Cell placement:
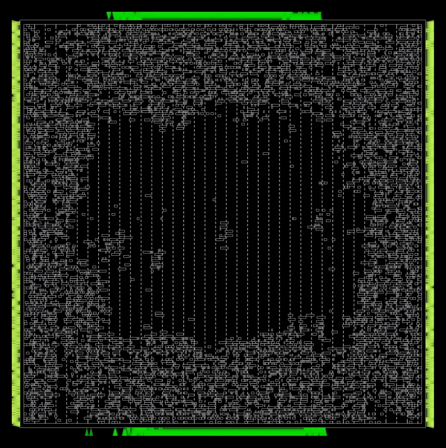
Wiring by layer:
Drawn at 1 px/um. Only two layers are drawn.
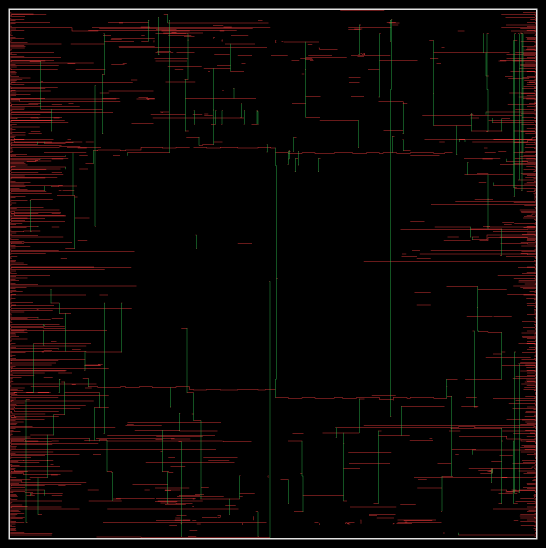
Signal metal coverage by tile:
Drawn at 0.5 px/um. 26 x 26 tiles, from dark purple (low) to yellow (high), scaled to the fullest tile. Values are wire area over tile area, all layers added.
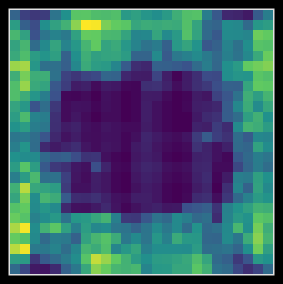
$ cat config.mk
export PLATFORM = sky130hd
export DESIGN_NAME = lii_stream_downsizer
export DESIGN_NICKNAME = d
export VERILOG_FILES = /design/src/rtl/lii_stream_downsizer.sv
export SDC_FILE = /design/constraint.sdc
export NUM_CORES = 2
export LEC_CHECK = 0
export CORE_AREA = 5 5 521 523
export CTS_BUF_LIST = sky130_fd_sc_hd__clkbuf_8 sky130_fd_sc_hd__clkbuf_16
export DETAILED_ROUTE_END_ITERATION = 6
export DIE_AREA = 0 0 526 528
export PLACE_DENSITY = 0.38
export SLEW_MARGIN = 25
export SYNTH_ARGS = -nofsm -noshare
export SYNTH_HDL_FRONTEND = slang
export SYNTH_SLANG_ARGS = --single-unit
$ cat constraint.sdc
create_clock -name aclk -period 2.7 [get_ports aclk]
set_input_delay 0.54 -clock aclk [delete_from_list [all_inputs] [get_ports aclk]]
set_output_delay 0.54 -clock aclk [all_outputs]
set_load 0.01 [all_outputs]
$ cat src/rtl/lii_stream_downsizer.sv
// lii_stream_downsizer: splits each wide LII beat into RATIO narrow slices, LSB slice first, with no bubbles between beats.
// Ports:
//   aclk, arstn              clock, asynchronous active-low reset
//   lii_in_p0_tdata/tvalid/tready, lii_in_p0_src/dst   wide input beat and routing tags
//   out_stream_tdata/tvalid/tready/tlast, out_src/out_dst   narrow slice stream and held tags
//   beat_cnt                 wide beats accepted since reset, saturating
module lii_stream_downsizer #(
   parameter int PW = 1024,
   parameter int OW = 256
) (
   input  logic          aclk,
   input  logic          arstn,
   input  logic [PW-1:0] lii_in_p0_tdata,
   input  logic          lii_in_p0_tvalid,
   output logic          lii_in_p0_tready,
   input  logic [7:0]    lii_in_p0_src,
   input  logic [7:0]    lii_in_p0_dst,
   output logic [OW-1:0] out_stream_tdata,
   output logic          out_stream_tvalid,
   input  logic          out_stream_tready,
   output logic          out_stream_tlast,
   output logic [7:0]    out_src,
   output logic [7:0]    out_dst,
   output logic [31:0]   beat_cnt
);
   localparam int RATIO = PW / OW;
   localparam int IW = (RATIO > 1) ? $clog2(RATIO) : 1;
   if (RATIO < 2 || PW % OW != 0) begin : g_bad_ratio
      $error("lii_stream_downsizer: PW must be a multiple of OW with PW/OW >= 2");
   end
   typedef enum logic {IDLE, SEND} state_t;
   state_t                   state_q, state_d;
   logic [RATIO-1:0][OW-1:0] buf_q, buf_d;
   logic [IW-1:0]            idx_q, idx_d;
   logic [7:0]               src_q, src_d, dst_q, dst_d;
   logic [31:0]              cnt_q, cnt_d;
   logic                     last, in_hs, out_hs;
   assign last              = idx_q == IW'(RATIO - 1);
   assign out_hs            = (state_q == SEND) & out_stream_tready;
   // A new beat may load in the same cycle the last slice of the current beat leaves.
   assign lii_in_p0_tready  = (state_q == IDLE) | (out_stream_tready & last);
   assign in_hs             = lii_in_p0_tvalid & lii_in_p0_tready;
   assign out_stream_tvalid = state_q == SEND;
   assign out_stream_tdata  = buf_q[idx_q];
   assign out_stream_tlast  = (state_q == SEND) & last;
   assign out_src           = src_q;
   assign out_dst           = dst_q;
   assign beat_cnt          = cnt_q;
   always_comb begin
      state_d = state_q;
      buf_d   = buf_q;
      idx_d   = idx_q;
      src_d   = src_q;
      dst_d   = dst_q;
      cnt_d   = cnt_q;
      if (in_hs) begin
         state_d = SEND;
         buf_d   = lii_in_p0_tdata;
         idx_d   = '0;
         src_d   = lii_in_p0_src;
         dst_d   = lii_in_p0_dst;
         cnt_d   = &cnt_q ? cnt_q : cnt_q + 32'd1;
      end else if (out_hs) begin
         state_d = last ? IDLE : SEND;
         idx_d   = last ? '0 : idx_q + IW'(1);
      end
   end
   always_ff @(posedge aclk or negedge arstn) begin
      if (!arstn) begin
         state_q <= IDLE;
         buf_q   <= '0;
         idx_q   <= '0;
         src_q   <= '0;
         dst_q   <= '0;
         cnt_q   <= '0;
      end else begin
         state_q <= state_d;
         buf_q   <= buf_d;
         idx_q   <= idx_d;
         src_q   <= src_d;
         dst_q   <= dst_d;
         cnt_q   <= cnt_d;
      end
   end
endmodule
==> out/summary.txt <==
Worst setup startpoint: idx_q[0]
Detailed Route Iter0 Violations: 3284
wire length of the first global-routing pass: 352000 um
number of buffers created by CTS: 143
Die Ht: 528 um
flip-flops with a built-in enable: 0
pin count of the biggest net entering global routing: 102
largest incremental delay on the critical path: 0.51 ns
worst setup path endpoint: out_stream_tdata[97]
CTS tree: done
final routed wirelength across all metal layers: 253000 um
initial antenna violation count: 80
via count: 41000
WS Path Type: register to output pin
Rows: 190
yosys synthesis warning count: 0
Post-Place Setup Slack: -0.0524 ns
Register Area: 0.0269 mm^2
CTS Buffer Depth: 3
Resize count post-CTS: 1395
Post-Synthesis Net Count: 5909
overall power: 87300 uW
global-route usage over all layers: 17.7%
peak supply drop: 566 uV
outcome: finished, violations left
worst path required time: 2.16 ns
worst reg2reg path endpoint: buf_q[152]
Leak: 0.0351 uW
RSZ-0062 raised after global routing: yes
gate count after technology mapping: 4863
Worst R2R Path Depth: 11
DR WL/cell: 25.0 um
portion of the clock cycle consumed by the worst path in the final layout: 120%
number of maximum-capacitance violations: 0
Logic area: 0.0183 mm^2
cells along the critical path: buf_12 > buf_16 > buf_12 > buf_12 > buf_6 > buf_6 > mux4_2 > buf_6
register clock-pin slew on the reported worst setup and hold paths: 0.06 ns
Boundary Pins: 1351
Clk Tree Root Cell: clkbuf_16
final-layout fill cell count: 28200
Worst Hold Class: input port to asynchronous set/reset pin
core occupancy in the finished layout: 27.5%
slowest cell on the critical path: dfrtp_4
Yosys Instances: 4863
Worst slew margin: 55.2%
chip area line of the yosys report: 0.0465 mm^2
arrival time reported for the critical path endpoint: 2.69 ns
number of setup violations in the final report: 258
final tally of hold violations: 0
die width: 526 um
Synth-to-Final Area Change: 57.6%
failing checks: negative setup slack
worst reg2reg startpoint: idx_q[0]
ratio of cells with drive above 1 in the final layout: 17.1%
mean post-synth cell area: 9.56 um^2
Total Nets Final: 7491
floorplan die area: 0.278 mm^2
post-DR vias/cell: 4.06
slew of the pin with the lowest slew margin: 0.672 ns
number of setup buffers added after CTS: 129
final HPWL from detailed placement: 197000 um
setup clock skew after layout: 0.0316 ns
number of DRC violations after detailed routing: 0
last weighted congestion value of the routability-driven placer: 0.926
detailed-routing iteration count for the pre-antenna-repair pass: 5
number of global-route vias before repair: 42900
Pwr Density: 1190 mW/mm^2
Setup Total Neg Slack: -91.68 ns
final antenna-violating net count: 0
top flip-flop cell by instance count after synthesis: dfrtp_1
PnR worst setup slack: -0.534 ns
FF+latch count, synth: 1075
Achievable Freq: 0.309 GHz
OpenROAD warnings: 32
Hold Buf Count CTS: 1
Num Clock Sinks: 1075
proportion of register bits with asynchronous set or reset after synthesis: 100%
critical path capture point type: output pin
sequential-to-total area share from yosys stat: 57.9%
critical path startpoint category: register
post-layout minimum cycle time: 3.23 ns
Final Max Tran Viols: 0
clock latency of the later-clocked register in the worst-skew pair: 0.76 ns
remaining global-route overflow: 0
About 'cell placement':
final cell count without fillers: 10100
floorplan core area: 0.266 mm^2

About 'wiring by layer':
met4 -> green  # wire length 5610 um
met3 -> red  # wire length 22.6 mm

About 'signal metal coverage by tile':
tiles over half the peak = 32%
mean over tiles = 0.15
fullest tile = 0.43

## placed cells by master (no fill, tap or decap), types with 2 or more instances in the layout
master	instances
clkbuf_16	145
a22o_1	2
and4_1	4
clkbuf_8	36
nand3_1	13
buf_8	26
buf_6	323
ha_1	2
nor3_1	3
nand4_1	13
clkinvlp_4	4
and2_1	5
buf_16	17
inv_1	36
clkinv_8	5
mux2_2	2
clkinv_2	15
and3_1	11
nor2_1	7
buf_4	138
xnor2_1	21
buf_12	115
buf_2	15
dfrtp_1	1073
a21oi_1	4
dfrtp_4	2
xor2_1	5
mux4_2	256
a31oi_1	2
nand2_1	3131
nor4_1	2
diode_2	19
inv_16	3
clkinv_16	4
clkdlybuf4s50_1	1091
## final cells by class
class / count / area share, %
Antenna cell: 19 / 0.0649
Clock buffer: 181 / 5.63
Timing Repair Buffer: 1728 / 25.8
Clock inverter: 67 / 0.709
Tap cell: 3552 / 6.07
Multi-Input combinational cell: 3494 / 25.0
Inverter: 3 / 0.0154
Sequential cell: 1075 / 36.7
## cells by family (layout without fill, tap and decap cells)
kind of cell               count (synthesis)  count (layout)  share of synthesized area, %
DFF                                     1075            1075                          57.9
and+or+nand+nor                         3194            3194                          26.1
AOI/OAI and AO/OA                         13              13                         0.202
muxes                                    259             259                          12.5
xor gates and xnor gates                  26              26                         0.490
adders and majority gates                  2               2                        0.0538
buffers and inverters                    294            1979                          2.79
other                                      0              19                             0
## routing by layer
metal / track usage [%] / up-vias / share of wire, %
met3: 6.52 / 344 / 8.9
met2: 27.2 / 1531 / 44
met4: 3.83 / 74 / 2.2
met1: 23.8 / 20500 / 44
li1: - / 18600 / -
met5: 0 / - / 0.18
## critical path: cells and delay by family, from the launching register on
family   cells  cell delay (ns)
mux          1             0.44
buf+inv      7             0.95
flops        1             0.51
## cells in the mapped netlist, types with 2 or more instances
cell type  instances  area share [%]
nor4_1             2           0.027
dfrtp_1         1075              58
mux2_2             2           0.048
and4_1             4           0.075
mux4_2           256              12
and3_1            11            0.15
nor3_1             3           0.032
inv_1              3           0.024
nor2_1             7           0.057
nand3_1           13            0.14
a21oi_1            4           0.043
nand4_1           13            0.17
buf_2            148             1.6
ha_1               2           0.054
xor2_1             5           0.094
a31oi_1            2           0.027
a22o_1             2           0.038
nand2_1         3132              25
and2_1             6           0.081
xnor2_1           21            0.40
clkbuf_1         121            0.98
buf_1             21            0.17
## stage by stage
| step | instances | instance area, um^2 | hold slack (ns) |
|---|---|---|---|
| after floorplan | 4863 | 46500 | 0.244 |
| after global placement | 9702 | 66000 | 0.453 |
| after detailed placement | 9702 | 66000 | 0.457 |
| after CTS | 10100 | 72700 | 0.171 |
| after global routing | 10100 | 73200 | 0.213 |
| final | 10100 | 73200 | 0.268 |
## report_power, final
part	internal (uW)	total [uW]	switching, uW
Clock	10800	18900	8070
Sequential	23300	29200	5830
Combinational	20700	39200	18500
## state kept, by name, indices dropped and copies added, names as in the netlist
signal and count:
beat_cnt 32, out_dst 8, idx_q 2, out_stream_tvalid 1
buf_q 1024, out_src 8
Power and IR drop assume default switching activity.
